Design event_stat_deserializer, sky130hd; sources not shown.
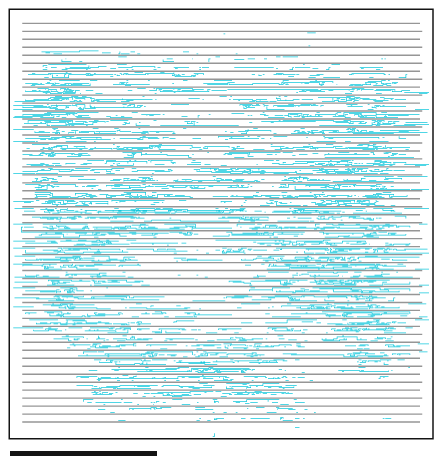
Fig. 1. M1 wires (run 1).
The bar under the picture is 50 µm long. Supply wires on this layer in grey.
- share of all routed wire: 41%
- longest straight run: 39.1 µm
- wire length on this layer: 8700 µm
- nets with wire on the layer: 1063
via count: 7000
DRT Wirelength: 21300 µm

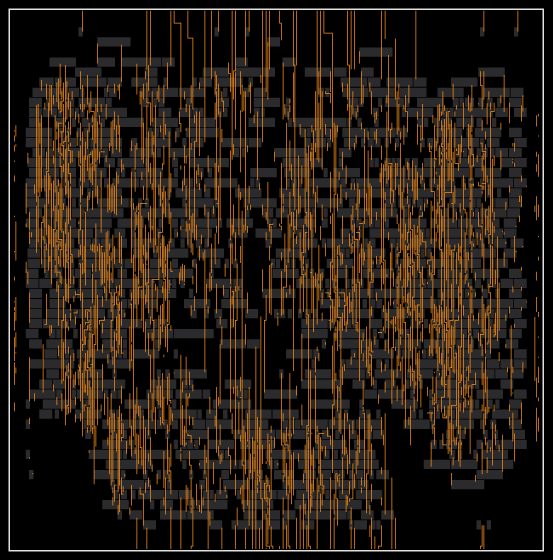
Fig. 2. Signal wires on met2 (run 1).
Cells faint in the background.
- main direction: vertical
- share of all routed wire: 50%
met2 Use GR: 33.7%

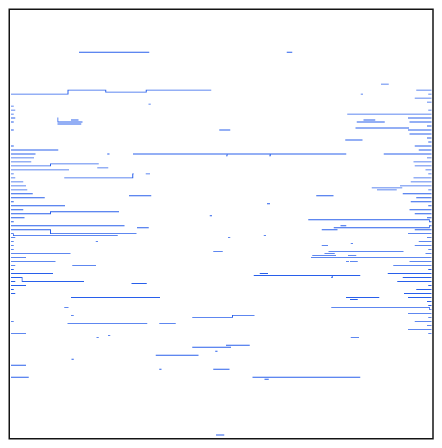
Fig. 3. The metal 3 layer (run 1).
- longest straight run: 72.5 µm
- nets with wire on the layer: 140
- share of all routed wire: 6.9%
- wire length on this layer: 1460 µm
M3 GR Usage: 3.94%

==> results.sh, run 1 <==
# yosys + openroad results
export IMPL_power_switching_w=0.00109
export IMPL_intPower_w=0.00422
export IMPL_dieArea_mm2=0.0210
export IMPL_edf_count=0
export IMPL_netlist_top_cell_by_area="dfxtp_1"
export IMPL_top_cell_area_share_pct=54.0
export IMPL_warning_count=34
export IMPL_switching_share_pct=20.6
export IMPL_wl_per_cell_um=15.4
export IMPL_top_cell="nand2_1"
export IMPL_largest_reg_flops=64
export IMPL_relSlewSlack_pct=44.3
export IMPL_finalSetupViolCount=0
export IMPL_die_x_um=144
export IMPL_grt_setup_unrepaired="false"
export IMPL_cellLeakagePower_nw=3.59
export IMPL_power_frac_comb_pct=3.4
export IMPL_postRouteAntennaNets=0
export IMPL_dr_first_iter_drc_count=401
export IMPL_status="complete, no violations"
export IMPL_area_growth_syn_to_layout_pct=29.4
export IMPL_die_y_um=146
export IMPL_io_pins=177
export IMPL_reg2reg_setup_slack_ns=0.80
export IMPL_hold_violations=0
export IMPL_root_buffer="clkbuf_16"
export IMPL_startpoint_type="flop"
export IMPL_clock_sinks=221
export IMPL_synth_cell_types=36
export IMPL_synth_main_ff_cell="dfxtp_1"
export IMPL_antenna_found_initial=0
export IMPL_vdd_drop_max_uv=354
export IMPL_cp_common_cell="nor2_1"
export IMPL_power_share_sequential_pct=46.8
export IMPL_crit_cells=5
export IMPL_drc=0
export IMPL_clock_latency_ns=0.51
export IMPL_crit_chain="ha_1 -> nand3b_4 -> nor2_1 -> nor2_1 -> clkdlybuf4s50_1"
export IMPL_max_stage_delay_ns=0.45
export IMPL_core_util_floorplan_pct=44.4
export IMPL_netlist_area_mm2=0.00819
export IMPL_p_per_area_mw_per_mm2=501
export IMPL_netlist_instances=1009
export IMPL_vias_per_cell=5.05
export IMPL_grt_pass1_vias=6626
export IMPL_maxCapViolations=0
export IMPL_gp_congestion=0.803
export IMPL_post_synth_cell_area_avg_um2=8.11
export IMPL_worstMarginPinSlew_ns=0.836
export IMPL_synthTopCellsByCount="396 x nand2_1, 221 x dfxtp_1, 193 x a21oi_1"
export IMPL_yosysWarnings=0
run 1: routing by layer:
metal  vias up  global-route usage [%]  wire, µm
li1       3468                       -         -
met1      3273                    24.4      8700
met2       216                    33.7     10600
met3        43                    3.94      1460
met4         0                    6.31       605
met5         -                       0         0
run 1: area by class of cell:
type / instances / area, µm²
flip-flops and latches: 221 / 4420
clock inverters: 7 / 113
multi-input cells: 711 / 3280
repair buffers: 168 / 1700
well taps: 234 / 293
fillers: 1634 / 7860
inverters: 5 / 18.8
clock buffers: 39 / 771
run 1: worst min-delay path: stages, from the launching register on:
cell,delay (ns)
dfxtp_1,0.30
nand2_1,0.05
a21oi_1,0.05
run 1: cell usage in the layout, fill, tap and decap left out, drive strengths merged, types with 3 or more instances in the layout:
cell,synthesis,layout
buf,54,10
nor2b,5,5
clkbuf,34,39
nand4,7,7
nand3,11,11
xnor2,7,7
conb,1,17
nand2,406,406
nor3,3,3
dfxtp,221,221
and4,3,3
ha,8,8
clkinv,0,3
inv,5,5
bufinv,0,3
nor2,21,21
xor2,5,5
a21oi,203,203
clkdlybuf4s50,0,158
run 1: logic make-up (layout without fill, tap and decap cells):
kind of cell	count (synthesis)	count (layout)	synth area share (%)
other cells	1	17	0.0458
fa+ha+maj	8	8	1.22
compound gates	205	205	13.0
simple gates	467	467	23.3
mux	2	2	0.275
buf+inv	93	219	6.82
flops	221	221	54.0
xor+xnor	12	12	1.28
run 1: power by group through the flow:
stage          registers (W)  clock network [W]  logic (W)
6_report             0.00248            0.00265   0.000178
4_1_cts              0.00248            0.00271   0.000179
2_1_floorplan        0.00253                  0   0.000104
3_3_place_gp         0.00254                  0   0.000176
3_5_place_dp         0.00254                  0   0.000177
5_1_grt              0.00248            0.00280   0.000194
run 1: per-stage QoR:
| stage | hold WS [ns] | std cells | setup WS (ns) | power, W | cell area, µm² |
|---|---|---|---|---|---|
| after CTS | 0.252 | 1385 | 0.592 | 0.00537 | 10600 |
| final | 0.249 | 1385 | 0.602 | 0.00531 | 10600 |
| after detailed placement | 0.243 | 1339 | 0.199 | 0.00271 | 9710 |
| after floorplan | 0.232 | 1025 | 0.964 | 0.00264 | 8250 |
| after global routing | 0.263 | 1385 | 0.510 | 0.00548 | 10600 |
| after global placement | 0.236 | 1339 | 0.310 | 0.00271 | 9710 |
==> run 2, diff against run 1 <==
--- a/config.mk
+++ b/config.mk
@@ -10,7 +10,7 @@
 export DETAILED_ROUTE_END_ITERATION = 8
 export DIE_AREA = 0 0 144 146
 export HOLD_SLACK_MARGIN = 0.06
-export PLACE_DENSITY = 0.82
+export PLACE_DENSITY = 0.84
 export SLEW_MARGIN = 20
 export SYNTH_ARGS = -nofsm -noshare
 export SYNTH_HDL_FRONTEND = slang
==> constraint.sdc (replaced) <==
create_clock -name clk -period 2.6 [get_ports clk]
set_clock_uncertainty 0.2 [all_clocks]
set_input_delay 0.52 -clock clk [delete_from_list [all_inputs] [get_ports clk]]
set_output_delay 0.52 -clock clk [all_outputs]
set_load 0.005 [all_outputs]
==> results.sh, run 2 <==
# yosys + openroad results
export IMPL_max_stage_delay_ns=0.51
export IMPL_grt_pass1_vias=6796
export IMPL_layout_top_cell="nand2_1"
export IMPL_clock_latency_ns=0.50
export IMPL_crit_chain="clkdlybuf4s50_1 -> nand3b_4 -> nor2_1 -> nor2_1 -> clkdlybuf4s50_1"
export IMPL_core_util_floorplan_pct=44.4
export IMPL_antenna_found_initial=1
export IMPL_post_synth_cell_area_avg_um2=8.11
export IMPL_status="complete, no violations"
export IMPL_area_growth_syn_to_layout_pct=31.9
export IMPL_maxCapViolations=0
export IMPL_port_buffers=159
export IMPL_core_area_mm2=0.0185
export IMPL_reg2reg_setup_slack_ns=0.16
export IMPL_hold_violations=0
export IMPL_top_cell_area_share_pct=54.0
export IMPL_vias_per_cell=5.12
export IMPL_yosys_cells=1009
export IMPL_cp_slowest_cell="clkdlybuf4s50_1"
export IMPL_drt_first_pass_iters=5
export IMPL_whs_ns=0.0906
export IMPL_grtUsageTotal_pct=20.4
export IMPL_postRouteAntennaNets=0
export IMPL_warning_count=32
export IMPL_clock_sinks=221
export IMPL_netlist_top_cell_by_area="dfxtp_1"
export IMPL_cellLeakagePower_nw=3.69
export IMPL_die_x_um=144
export IMPL_p_per_area_mw_per_mm2=644
export IMPL_drc=0
export IMPL_gp_congestion=0.810
export IMPL_netlist_instances=1009
export IMPL_top_cell="nand2_1"
export IMPL_final_cell_mix="396 x nand2_1, 219 x dfxtp_1, 193 x a21oi_1"
export IMPL_place_ws_ns=-0.348
export IMPL_wl_per_cell_um=15.9
export IMPL_drive_above_1_share_pct=8.88
export IMPL_worstMarginPinSlew_ns=0.873
export IMPL_yosysWarnings=0
export IMPL_netlist_area_mm2=0.00819
export IMPL_die_y_um=146
export IMPL_min_period_ns=2.51
export IMPL_startpoint_type="primary input"
export IMPL_relSlewSlack_pct=41.8
export IMPL_io_pins=177
export IMPL_synth_async_reset_ratio_pct=0
export IMPL_placementRows=50
export IMPL_dr_first_iter_drc_count=542
export IMPL_dieArea_mm2=0.0210
export IMPL_finalSetupViolCount=0
export IMPL_cts_buffer_depth=3
export IMPL_synthTopCellsByCount="396 x nand2_1, 221 x dfxtp_1, 193 x a21oi_1"
export IMPL_setup_ws_ns=0.0932
export IMPL_synth_cell_types=36
export IMPL_largest_reg_flops=64
export IMPL_edf_count=0
export IMPL_vdd_drop_max_uv=484
export IMPL_root_buffer="clkbuf_16"
export IMPL_diodes=0
export IMPL_grt_pass1_wl_um=34800
export IMPL_synth_main_ff_cell="dfxtp_1"
export IMPL_worst_r2r_path_depth=10
-- run 2: cell counts after synthesis --
No cell type changed its count.
-- run 2: final cells by class --
cell class              count  area, µm²
flip-flops and latches    221       4430
clock inverters             6       36.3
clock buffers              36        727
inverters                   5       18.8
multi-input cells         711       3300
well taps                 234        293
fillers                  1608       7660
repair buffers            192       1990
-- run 2: critical path: cells and delay by family --
kind                   cells  cell delay, ns
AND/OR/NAND/NOR            3            0.28
buffers and inverters      2            0.99
-- run 2: power by group --
part           internal (W)  switching [W]  total (W)
logic              0.000100       0.000162   0.000262
registers           0.00342      0.0000192    0.00344
clock network       0.00193        0.00133    0.00325
-- run 2: stage by stage --
| stage | setup TNS [ns] | util (%) | cells | cell area (µm²) | total power (W) |
|---|---|---|---|---|---|
| final | 0 | 58.5 | 1405 | 10800 | 0.00696 |
| after CTS | 0 | 58.4 | 1405 | 10800 | 0.00702 |
| after global placement | -1.91 | 54.2 | 1363 | 10000 | 0.00377 |
| after floorplan | 0 | - | 1025 | 8250 | 0.00365 |
| after global routing | -0.0112 | 58.5 | 1405 | 10800 | 0.00719 |
| after detailed placement | -2.78 | 54.2 | 1363 | 10000 | 0.00377 |
-- run 2: routing by layer --
metal  part of all wire, %  wire length, µm  vias to the layer above  track usage [%]
li1                      -                -                     3505                -
met1                    39             8670                     3387             24.7
met2                    50            11300                      253             35.9
met3                   7.6             1690                       49             4.14
met4                   3.0              674                        2             6.59
met5                 0.058               13                        -                0
-- run 2: kinds of logic (layout without fill, tap and decap cells) --
family	count (synthesis)	after routing	share of synthesized area (%)
and+or+nand+nor	467	467	23.3
DFF	221	221	54.0
AOI/OAI and AO/OA	205	205	13.0
buffers and inverters	93	239	6.82
xor gates and xnor gates	12	12	1.28
adders and majority gates	8	8	1.22
muxes	2	2	0.275
other	1	17	0.0458
-- run 2: timing repair --
item	4_1_cts	5_1_grt
endpoints found under the hold margin	0	0
setup buffers	1	0
pin swaps	0	0
setup endpoints to repair	1	7
resized	4	4
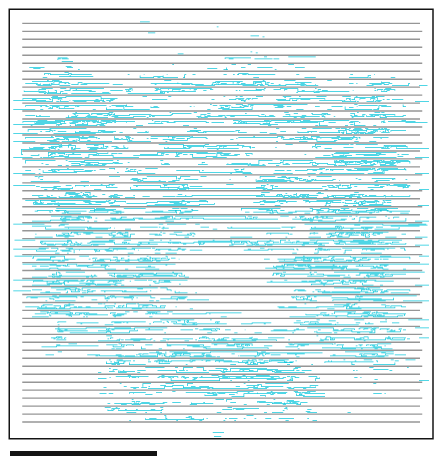
Fig. 4. M1 wires (run 2).
The bar under the picture is 50 µm long. Supply wires on this layer in grey.
- share of all routed wire: 39%
- longest straight run: 45.1 µm
DRT Wirelength: 22300 µm
via count: 7196
met1 Usage GRT: 24.7%

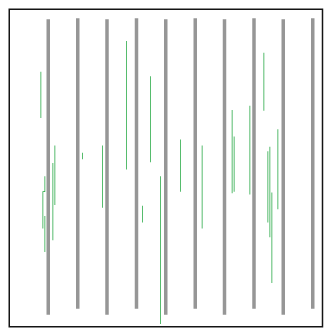
Fig. 5. Met4 routing (run 2).
Supply wires on this layer in grey.
- nets with wire on the layer: 16
- wire length on this layer: 675 µm
- longest straight run: 68.0 µm
- main direction: vertical

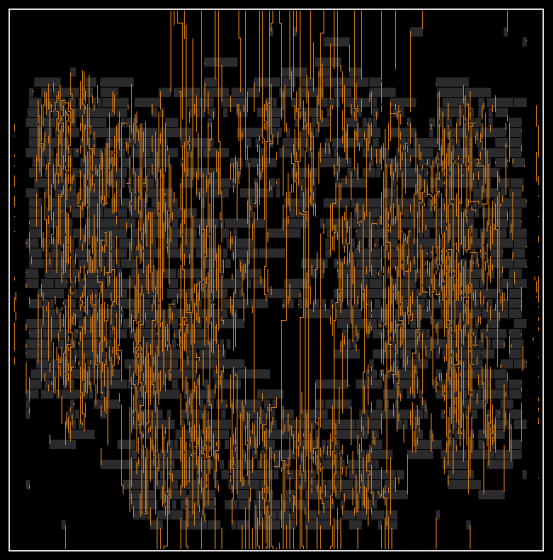
Fig. 6. Signal wires on met2 (run 2).
Cells faint in the background.
- share of all routed wire: 50%
- main direction: vertical
- wire length on this layer: 11300 µm
- longest straight run: 96.6 µm
met2 Use GR: 35.9%

No activity file was given, so power comes from the tool's default toggle rates.
